File: config.mk
export PLATFORM = sky130hd
export DESIGN_NAME = rpn_exec
export DESIGN_NICKNAME = d
export VERILOG_FILES = /design/src/rtl/rpn_exec.sv
export SDC_FILE = /design/constraint.sdc
export NUM_CORES = 1
export LEC_CHECK = 0
export ABC_AREA = 1
export CAP_MARGIN = 20
export CORE_MARGIN = 2
export CORE_UTILIZATION = 59
export DETAILED_ROUTE_END_ITERATION = 10
export PLACE_DENSITY = 0.92
export SETUP_SLACK_MARGIN = 0.3
export SYNTH_ARGS = -nofsm -noshare
export SYNTH_HDL_FRONTEND = slang
export SYNTH_SLANG_ARGS = --single-unit
File: constraint.sdc
create_clock -name clk -period 5.26 [get_ports clk]
set_clock_uncertainty 0.15 [all_clocks]
set_input_delay 0.526 -clock clk [delete_from_list [all_inputs] [get_ports clk]]
set_output_delay 0.526 -clock clk [all_outputs]
set_load 0.05 [all_outputs]
File: src/rtl/rpn_exec.sv
`default_nettype none
// +----------------------------------------------------------------------------+
// | rpn_exec: command executor feeding an RPN operand stack (push/pop/compute). |
// | Optional macro RPN_EXEC_SAT_EN: saturating ADD/SUB/MUL instead of wrapping. |
// | Revision: 1.0                                                              |
// +----------------------------------------------------------------------------+
module rpn_exec #(
  parameter int DATA_W = 4,
  parameter int DEPTH  = 64,
  parameter int CNT_W  = 7
) (
  input  logic              clk,
  input  logic              reset,
  input  logic              cmd_valid,
  input  logic [2:0]        cmd_op,
  input  logic [DATA_W-1:0] cmd_data,
  output logic              cmd_ready,
  output logic              stk_push,
  output logic              stk_pop,
  output logic [DATA_W-1:0] stk_wdata,
  input  logic [DATA_W-1:0] stk_rdata,
  input  logic              stk_full,
  input  logic              stk_empty,
  output logic [DATA_W-1:0] result,
  output logic              result_valid,
  output logic              ovf,
  output logic              err,
  output logic [1:0]        err_code,
  output logic [CNT_W-1:0]  depth
);

  localparam logic [2:0] c_OP_PUSH = 3'b000;
  localparam logic [2:0] c_OP_ADD  = 3'b001;
  localparam logic [2:0] c_OP_SUB  = 3'b010;
  localparam logic [2:0] c_OP_MUL  = 3'b011;
  localparam logic [2:0] c_OP_AND  = 3'b100;
  localparam logic [2:0] c_OP_OR   = 3'b101;
  localparam logic [2:0] c_OP_XOR  = 3'b110;
  localparam logic [2:0] c_OP_DUP  = 3'b111;

  localparam logic [1:0] c_ERR_UNDER = 2'b01;
  localparam logic [1:0] c_ERR_OVER  = 2'b10;

  typedef enum logic [3:0] {
    IDLE    = 4'd0,
    WRITE   = 4'd1,
    POP_B   = 4'd2,
    POP_A   = 4'd3,
    CAP_A   = 4'd4,
    DUP_POP = 4'd5,
    DUP_CAP = 4'd6,
    DUP_W2  = 4'd7,
    ERR     = 4'd8
  } state_t;

  state_t             r_state, w_state;
  logic [2:0]         r_op, w_op;
  logic [DATA_W-1:0]  r_b, w_b;
  logic [DATA_W-1:0]  r_wdata, w_wdata;
  logic               r_push, w_push;
  logic               r_pop, w_pop;
  logic               r_err, w_err;
  logic               r_ovf, w_ovf;
  logic [1:0]         r_code, w_code;
  logic [CNT_W-1:0]   r_depth;

  logic [DATA_W:0]    w_sum, w_diff;
  logic [2*DATA_W-1:0] w_prod;
  logic [DATA_W-1:0]  w_alu;
  logic               w_alu_ovf;
  logic               w_full, w_none, w_lt2;

  assign w_full = (r_depth == CNT_W'(DEPTH)) || stk_full;
  assign w_none = (r_depth == '0) || stk_empty;
  assign w_lt2  = (r_depth < CNT_W'(2)) || stk_empty;

  // A arrives on stk_rdata during CAP_A; B was captured one cycle earlier.
  always_comb begin
    w_sum     = {1'b0, stk_rdata} + {1'b0, r_b};
    w_diff    = {1'b0, stk_rdata} - {1'b0, r_b};
    w_prod    = {{DATA_W{1'b0}}, stk_rdata} * {{DATA_W{1'b0}}, r_b};
    w_alu     = '0;
    w_alu_ovf = 1'b0;
    case (r_op)
      c_OP_ADD: begin
        w_alu_ovf = w_sum[DATA_W];
`ifdef RPN_EXEC_SAT_EN
        w_alu = w_alu_ovf ? '1 : w_sum[DATA_W-1:0];
`else
        w_alu = w_sum[DATA_W-1:0];
`endif
      end
      c_OP_SUB: begin
        w_alu_ovf = w_diff[DATA_W];
`ifdef RPN_EXEC_SAT_EN
        w_alu = w_alu_ovf ? '0 : w_diff[DATA_W-1:0];
`else
        w_alu = w_diff[DATA_W-1:0];
`endif
      end
      c_OP_MUL: begin
        w_alu_ovf = |w_prod[2*DATA_W-1:DATA_W];
`ifdef RPN_EXEC_SAT_EN
        w_alu = w_alu_ovf ? '1 : w_prod[DATA_W-1:0];
`else
        w_alu = w_prod[DATA_W-1:0];
`endif
      end
      c_OP_AND: w_alu = stk_rdata & r_b;
      c_OP_OR:  w_alu = stk_rdata | r_b;
      c_OP_XOR: w_alu = stk_rdata ^ r_b;
      default:  w_alu = '0;
    endcase
  end

  // Next-state and next-output values; every output is registered from these.
  always_comb begin
    w_state = r_state;
    w_op    = r_op;
    w_b     = r_b;
    w_wdata = r_wdata;
    w_push  = 1'b0;
    w_pop   = 1'b0;
    w_err   = 1'b0;
    w_ovf   = r_ovf;
    w_code  = r_code;
    case (r_state)
      IDLE: begin
        if (cmd_valid) begin
          w_op = cmd_op;
          case (cmd_op)
            c_OP_PUSH: begin
              if (w_full) begin
                w_state = ERR; w_err = 1'b1; w_code = c_ERR_OVER;
              end else begin
                w_state = WRITE; w_push = 1'b1; w_wdata = cmd_data;
              end
            end
            c_OP_DUP: begin
              if (w_none) begin
                w_state = ERR; w_err = 1'b1; w_code = c_ERR_UNDER;
              end else if (w_full) begin
                w_state = ERR; w_err = 1'b1; w_code = c_ERR_OVER;
              end else begin
                w_state = DUP_POP; w_pop = 1'b1;
              end
            end
            default: begin
              if (w_lt2) begin
                w_state = ERR; w_err = 1'b1; w_code = c_ERR_UNDER;
              end else begin
                w_state = POP_B; w_pop = 1'b1;
              end
            end
          endcase
        end
      end
      POP_B: begin
        w_state = POP_A;
        w_pop   = 1'b1;
      end
      POP_A: begin
        w_state = CAP_A;
        w_b     = stk_rdata;
      end
      CAP_A: begin
        w_state = WRITE;
        w_push  = 1'b1;
        w_wdata = w_alu;
        w_ovf   = w_alu_ovf;
      end
      DUP_POP: w_state = DUP_CAP;
      DUP_CAP: begin
        w_state = WRITE;
        w_push  = 1'b1;
        w_wdata = stk_rdata;
        w_ovf   = 1'b0;
      end
      WRITE: begin
        if (r_op == c_OP_DUP) begin
          w_state = DUP_W2;
          w_push  = 1'b1;
        end else begin
          w_state = IDLE;
        end
      end
      DUP_W2:  w_state = IDLE;
      ERR:     w_state = IDLE;
      default: w_state = IDLE;
    endcase
  end

  always_ff @(posedge clk) begin
    if (reset) begin
      r_state <= IDLE;
      r_op    <= '0;
      r_b     <= '0;
      r_wdata <= '0;
      r_push  <= 1'b0;
      r_pop   <= 1'b0;
      r_err   <= 1'b0;
      r_ovf   <= 1'b0;
      r_code  <= '0;
      r_depth <= '0;
    end else begin
      r_state <= w_state;
      r_op    <= w_op;
      r_b     <= w_b;
      r_wdata <= w_wdata;
      r_push  <= w_push;
      r_pop   <= w_pop;
      r_err   <= w_err;
      r_ovf   <= w_ovf;
      r_code  <= w_code;
      if (r_push)
        r_depth <= r_depth + CNT_W'(1);
      else if (r_pop)
        r_depth <= r_depth - CNT_W'(1);
    end
  end

  assign cmd_ready    = (r_state == IDLE) && !reset;
  assign stk_push     = r_push;
  assign stk_pop      = r_pop;
  assign stk_wdata    = r_wdata;
  assign result       = r_wdata;
  assign result_valid = r_push;
  assign ovf          = r_ovf;
  assign err          = r_err;
  assign err_code     = r_code;
  assign depth        = r_depth;

endmodule
`default_nettype wire

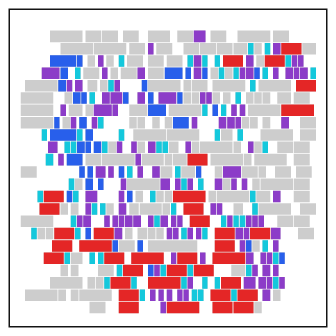
*Gate families picked out*
[red] fa/ha/maj cells | cells: 36 | where: widely spread
[blue] nor cells | cells: 39
[purple] nand cells | cells: 112
[cyan] inv cells | cells: 72 | where: widely spread

==> metrics.cfg <==
[global_routing]
globalRouteTotalUtil_pct=27.44
grt_remaining_overflow=0

[sta]
rsz0062_at_grt=no
report.final.slew_viol_count=0

[floorplanning]
die_h_um=69.74

[route]
dr.max_layer_used=met4
wl_met2_um=3087
wl_met1_um=2851

[final_layout]
num-nets-final=459
buf_share_pct=12.66
top_area_cell_class=multi-input combinational cells
synth_to_layout_area_growth_pct=17.86
comb_area_share_pct=55.20

[clock_tree]
worst_setup_hold_path_clk_slew_ns=0.11
clock_tree_from_tritoncts=built
cts.repair.resized=0

[outcome]
status=finished clean

[pwr]
irDropWorstVdd_v=0.0001454
pwr_density_cell_nw_per_um2=271.6

[worst_setup_path]
cp_slowest_stage_delay_ns=0.69

[synthesis]
top_cells_by_count=sky130_fd_sc_hd__nand2_1, sky130_fd_sc_hd__inv_1, sky130_fd_sc_hd__a21oi_1, sky130_fd_sc_hd__ha_1, sky130_fd_sc_hd__nand3_1
netlist.area_leader.share_pct=21.98

[placement]
finalWeightedCongestion=0.9709

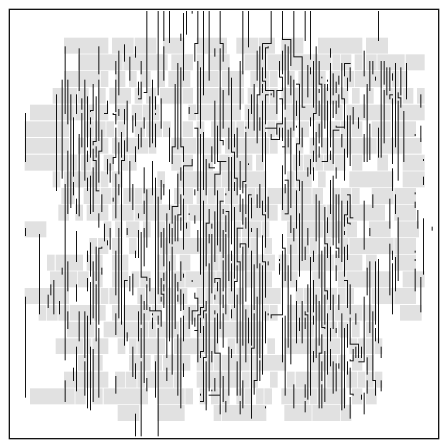
*Signal wires on met2*
share of all routed wire: 48%
longest straight run: 28.6 um

per-stage QoR:
step / total power, mW / utilization, % / hold slack, ns
after floorplan: 0.5334 / - / 0.4020
after CTS: 0.8140 / 73.55 / 0.3010
after global routing: 0.8656 / 73.55 / 0.3245
final: 0.8164 / 73.55 / 0.2966
after detailed placement: 0.6353 / 71.80 / 0.2851
after global placement: 0.6241 / 71.80 / 0.2840
registers in the layout (all words and copies together) (netlist names):
signal,flops
r_op,3
result,4
stk_pop,1
r_b,4
result_valid,1
err_code,2
depth,7
err,1
ovf,1
r_state,4
worst paths after layout:
check,start,end,slack (ns),depth (start not counted)
worst min register to register,err_code[1],err_code[1],0.30,2
worst max-delay path,stk_rdata[1],ovf,1.65,14
worst max register to register,r_b[3],ovf,2.09,13
worst min-delay path,err_code[1],err_code[1],0.30,2
Power and IR drop assume default switching activity.
